File: config.mk
export PLATFORM = sky130hd
export DESIGN_NAME = unified_memory_arbiter
export DESIGN_NICKNAME = d
export VERILOG_FILES = /design/src/rtl/unified_memory_arbiter.sv
export SDC_FILE = /design/constraint.sdc
export NUM_CORES = 1
export LEC_CHECK = 0
export ABC_AREA = 1
export CAP_MARGIN = 10
export CORE_UTILIZATION = 42
export CTS_CLUSTER_DIAMETER = 100
export DETAILED_ROUTE_END_ITERATION = 16
export PLACE_DENSITY = 0.81
export SLEW_MARGIN = 20
export SYNTH_ARGS = -nofsm -noshare
export SYNTH_HDL_FRONTEND = slang
export SYNTH_SLANG_ARGS = --single-unit
File: constraint.sdc
create_clock -name CLK -period 1.69 [get_ports CLK]
set_input_delay 0.338 -clock CLK [delete_from_list [all_inputs] [get_ports CLK]]
set_output_delay 0.338 -clock CLK [all_outputs]
set_load 0.05 [all_outputs]
File: src/rtl/unified_memory_arbiter.sv
// Single-ported memory shared between instruction fetch and data access.
// Sequences fixed-latency accesses and produces the pipeline stall controls.
module unified_memory_arbiter #(
  parameter int LATENCY      = 2,
  parameter int MAX_DATA_RUN = 4,
  parameter int ADDR_W       = 32
) (
  input  logic              CLK,
  input  logic              RST,
  input  logic              if_req,
  input  logic [ADDR_W-1:0] if_addr,
  output logic [31:0]       if_rdata,
  output logic              if_done,
  input  logic              dm_read,
  input  logic              dm_write,
  input  logic [ADDR_W-1:0] dm_addr,
  input  logic [31:0]       dm_wdata,
  output logic [31:0]       dm_rdata,
  output logic              dm_done,
  output logic              mem_en,
  output logic              mem_we,
  output logic [ADDR_W-1:0] mem_addr,
  output logic [31:0]       mem_wdata,
  input  logic [31:0]       mem_rdata,
  output logic              pc_write,
  output logic              if_id_write,
  output logic              pipe_hold
);
  localparam int RUN_W = $clog2(MAX_DATA_RUN + 1);

  typedef enum logic [1:0] {IDLE, FETCH, DATA} state_t;

  state_t            state;
  logic [3:0]        cnt;
  logic [RUN_W-1:0]  run;
  logic [ADDR_W-1:0] addr_q;
  logic [31:0]       wdata_q;
  logic              we_q;
  logic              dreq, cmpl, decide, grant_d, grant_f, run_ok, stall;

  assign dreq    = dm_read | dm_write;
  assign cmpl    = (state != IDLE) && (cnt == 4'd0);
  assign decide  = (state == IDLE) || cmpl;
  assign run_ok  = run < RUN_W'(MAX_DATA_RUN);
  // Data wins unless it has hogged the port while a fetch waits.
  assign grant_d = decide && dreq && (!if_req || run_ok);
  assign grant_f = decide && !grant_d && if_req;

  always_ff @(posedge CLK or negedge RST) begin
    if (!RST) begin
      state    <= IDLE;
      cnt      <= 4'd0;
      run      <= '0;
      addr_q   <= '0;
      wdata_q  <= '0;
      we_q     <= 1'b0;
      if_rdata <= '0;
      dm_rdata <= '0;
    end else begin
      if (grant_d) begin
        state   <= DATA;
        addr_q  <= dm_addr;
        wdata_q <= dm_wdata;
        we_q    <= dm_write;
        cnt     <= 4'(LATENCY - 1);
      end else if (grant_f) begin
        state   <= FETCH;
        addr_q  <= if_addr;
        we_q    <= 1'b0;
        cnt     <= 4'(LATENCY - 1);
      end else if (decide) begin
        state   <= IDLE;
      end else begin
        cnt     <= cnt - 4'd1;
      end

      if (!if_req || grant_f)
        run <= '0;
      else if (grant_d && run_ok)
        run <= run + 1'b1;

      if (cmpl && state == FETCH)
        if_rdata <= mem_rdata;
      if (cmpl && state == DATA && !we_q)
        dm_rdata <= mem_rdata;
    end
  end

  assign if_done   = cmpl && (state == FETCH);
  assign dm_done   = cmpl && (state == DATA);
  assign mem_en    = (state != IDLE);
  assign mem_we    = (state == DATA) && we_q;
  assign mem_addr  = addr_q;
  assign mem_wdata = wdata_q;

  // Held in reset the pipeline must be free-running, whatever the requests say.
  assign stall       = RST & ((if_req & ~if_done) | (dreq & ~dm_done));
  assign pc_write    = ~stall;
  assign if_id_write = ~stall;
  assign pipe_hold   = stall;
endmodule

layer_met1.png
Scale bar: 20 um. Supply wires on this layer in gray.
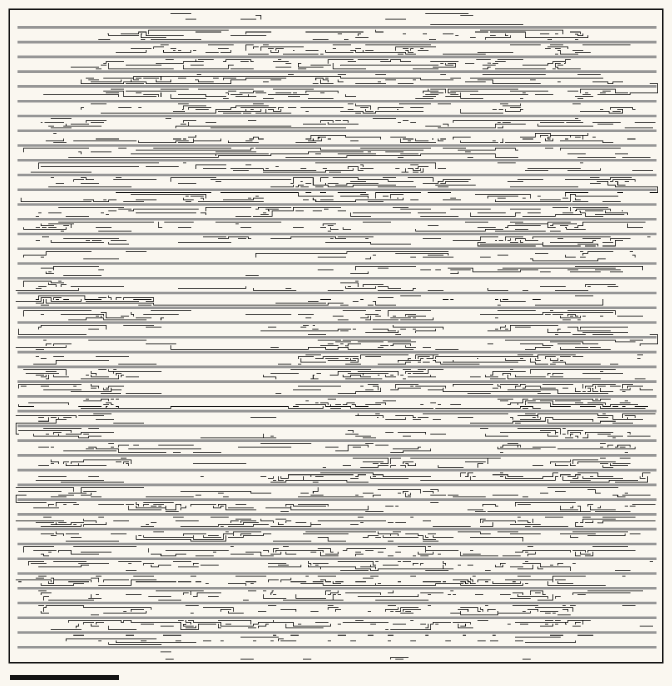
951 nets have wire on it. The layer carries 7560 um of wire. The longest straight run is 38.2 um. The wires run mostly horizontal. The layer holds 41% of the routed length.
routed wire length: 18.3 mm
met1 Use GR: 29.4%
Vias: 5725

layer_met2.png
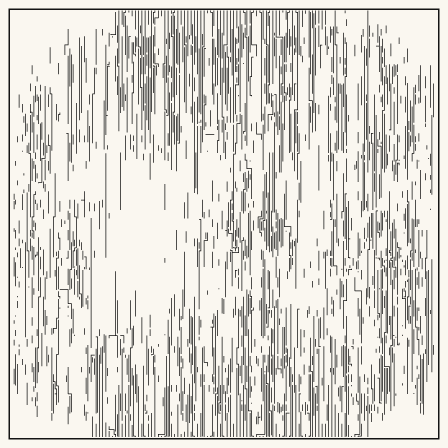
The longest straight run is 45.3 um. The layer holds 50% of the routed length. The wires run mostly vertical. 916 nets have wire on it.
GR Layer Usage met2: 39.4%

==> Slide: Implementation Results <==
Flow Results at a Glance

Setup path
  • FF-to-FF path depth: 11
  • Max incr delay on CP: 390 ps
  • CP Max Fanout: 3
  • Critical Path RT: 1350 ps
  • Reg-to-Reg End: dm_rdata[19]
  • Critical-path cell list: inv_2 > ha_4 > nand4_1 > nand2_1 > nand2_2 > nand2_8 > buf_12 > buf_12
  • Crit path to: pc_write
  • CP Launch Type: flop
  • Crit path from: cnt[1]
  • Top cell by count, worst path: buf_12
  • Flop-to-flop setup slack: 0 ps
  • Crit path max-delay family: simple AND/OR/NAND/NOR gates
  • Crit path depth: 8
  • Reg-to-reg startpoint: cnt[1]
  • Critical path type: reg2out
  • Slowest stage cell on the critical path: dfrtp_1
  • Buf/Inv on CP: 3

Layout
  • Sequential cell area share: 34.8%
  • ClkCell Share: 7.15%
  • Non-clock buffer share: 31.6%
  • Sequential Area: 0.00345 mm2
  • Flip-flops: 138
  • Logic area: 0.00220 mm2
  • Non-Clock Inverter Count: 48
  • Synth-to-layout area growth: 69.0%
  • Most numerous logic cell after layout: nand2_1
  • Design area: 0.00991 mm2
  • Fraction of layout cells with a size suffix above 1: 27.5%
  • Clock Buffer Count: 20
  • Antenna diode count: 0
  • Fill count: 1003
  • Final core occ: 73.7%
  • Post-route insts no fill: 1180
  • Multi-input combinational area share: 22.2%
  • Multi-input gate count: 466

Routing
  • Drt first pass iters: 6
  • DRC: 0
  • M1 WL: 7.56 mm
  • Highest layer used for signal routing: met4
  • Met2 Wirelength: 9.11 mm
  • DR WL met3: 1.19 mm
  • Initial DRC Count: 364
  • Vias per cell: 4.85
  • Final ANT Viol Nets: 0
  • Detailed-route wire length per cell: 15.5 um

Die
  • # rows: 42
  • Core Area: 0.0135 mm2
  • Die Area: 0.0144 mm2
  • Io pins: 268
  • Floorplan Utilization: 43.6%
  • Die Span Y: 120 um
  • Die X: 120 um
  • TAP cells: 176

Synthesis
  • Simple-gate portion of the synthesized area: 26.4%
  • Main logic family after synthesis: simple AND/OR/NAND/NOR gates
  • Cell Type Count: 23
  • Mean Syn Cell Area: 8.45 um2
  • Synth mux share: 0%
  • Cells in synth_stat.txt: 694
  • Mapped Cells: 694
  • Most instantiated cells after synthesis: nand2_1 (305), dfrtp_1 (138), o21ai_0 (68), nand3_1 (67), inv_1 (44)
  • Register area share after synthesis: 58.9%
  • Synth Flop Type: dfrtp_1
  • Seq cells post-synth: 138
  • XORs/XNORs by Area: 0.299%
  • Most common cell in the netlist: nand2_1
  • Mapped cell area: 0.00586 mm2
  • Syn Nets: 830
  • Top cell type by total area after synthesis: dfrtp_1
  • EDFF count, synth: 0
  • Cell area leaders: dfrtp_1 (59%), nand2_1 (20%), o21ai_0 (5.8%)
  • Yosys aoi share: 6.78%
  • Area leader share: 58.9%
  • Asr flop ratio synth: 100%
  • Chip Area, Yosys: 0.00586 mm2

Pwr
  • Max IR drop VDD: 1500 uV
  • P_clk: 4.42 mW
  • Pwr per Cell Area: 2490 mW/mm2
  • Leakage power: 5.15 nW
  • P_comb: 14.3 mW
  • Internal: 12.6 mW
  • NetSw: 12.1 mW
  • Tot Pwr: 24.7 mW
  • Clk network pwr share: 17.9%
  • Comb pwr share: 57.9%
  • Leading power group: combinational cells
  • Seq power: 5.99 mW

Flow run
  • Tool warnings: 32
  • Max-cap violations: 0

Timing
  • Final Max Slew Viols: 0
  • Hold WS: 31.2 ps
  • Final setup margin: -368 ps
  • Period Utilization, post-route: 122%
  • Max frequency: 486 MHz
  • Fin crit period: 2060 ps
  • Setup violators final: 6

Placement
  • Placer congestion estimate: 0.768
  • Pre-CTS setup slack: -343 ps
  • Cell total after placement: 1123
  • Post-DP Area: 0.00859 mm2
  • I/O Buffers: 267
  • Final HPWL DP: 11.5 mm

Clock network
  • Clk root buf: clkbuf_16
  • CTS sink count: 138
  • CTS tree: built
  • Clk latency late pin: 420 ps
  • Number of gates resized after CTS: 23
  • Setup Buffers After CTS: 8
  • CTS H-tree depth: 4
  • CTS clk-pin slew, worst paths: 60 ps
  • CTS Hold Buffers Added: 0
  • Clock Path Buffers: 2

GRT
  • Grt total ovfl: 0
  • Most Used Layer, Global Route: met2
  • Largest net degree at the start of global routing: 139
  • Met3 usage: 6.94%
  • GRT Util Overall: 24.0%
  • Vias in the first global route: 5547
  • Initial antenna violation count: 0

Status
  • Status: finished with violations
  • Failing checks: setup timing

Min path
  • Min-delay worst type: in2async
layer_met3.png
Scale bar: 20 um.
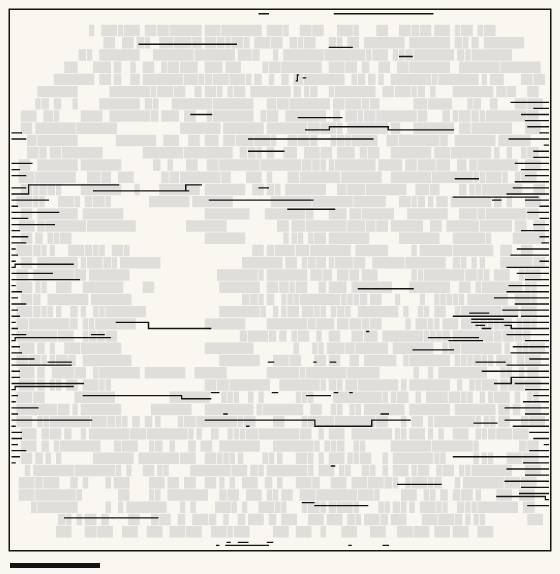
The layer holds 6.5% of the routed length. 152 nets have wire on it. The longest straight run is 27.6 um. The layer carries 1190 um of wire.

layer_met4.png
Supply wires on this layer in gray.
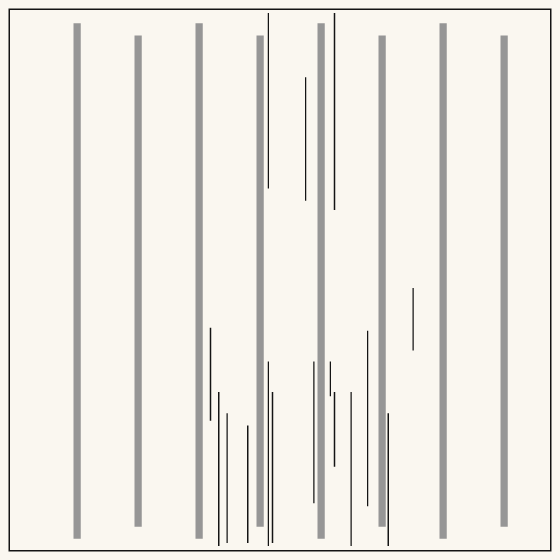
The layer carries 463 um of wire. The wires run mostly vertical. 14 nets have wire on it. The longest straight run is 43.5 um.

No activity file was given, so power comes from the tool's default toggle rates.
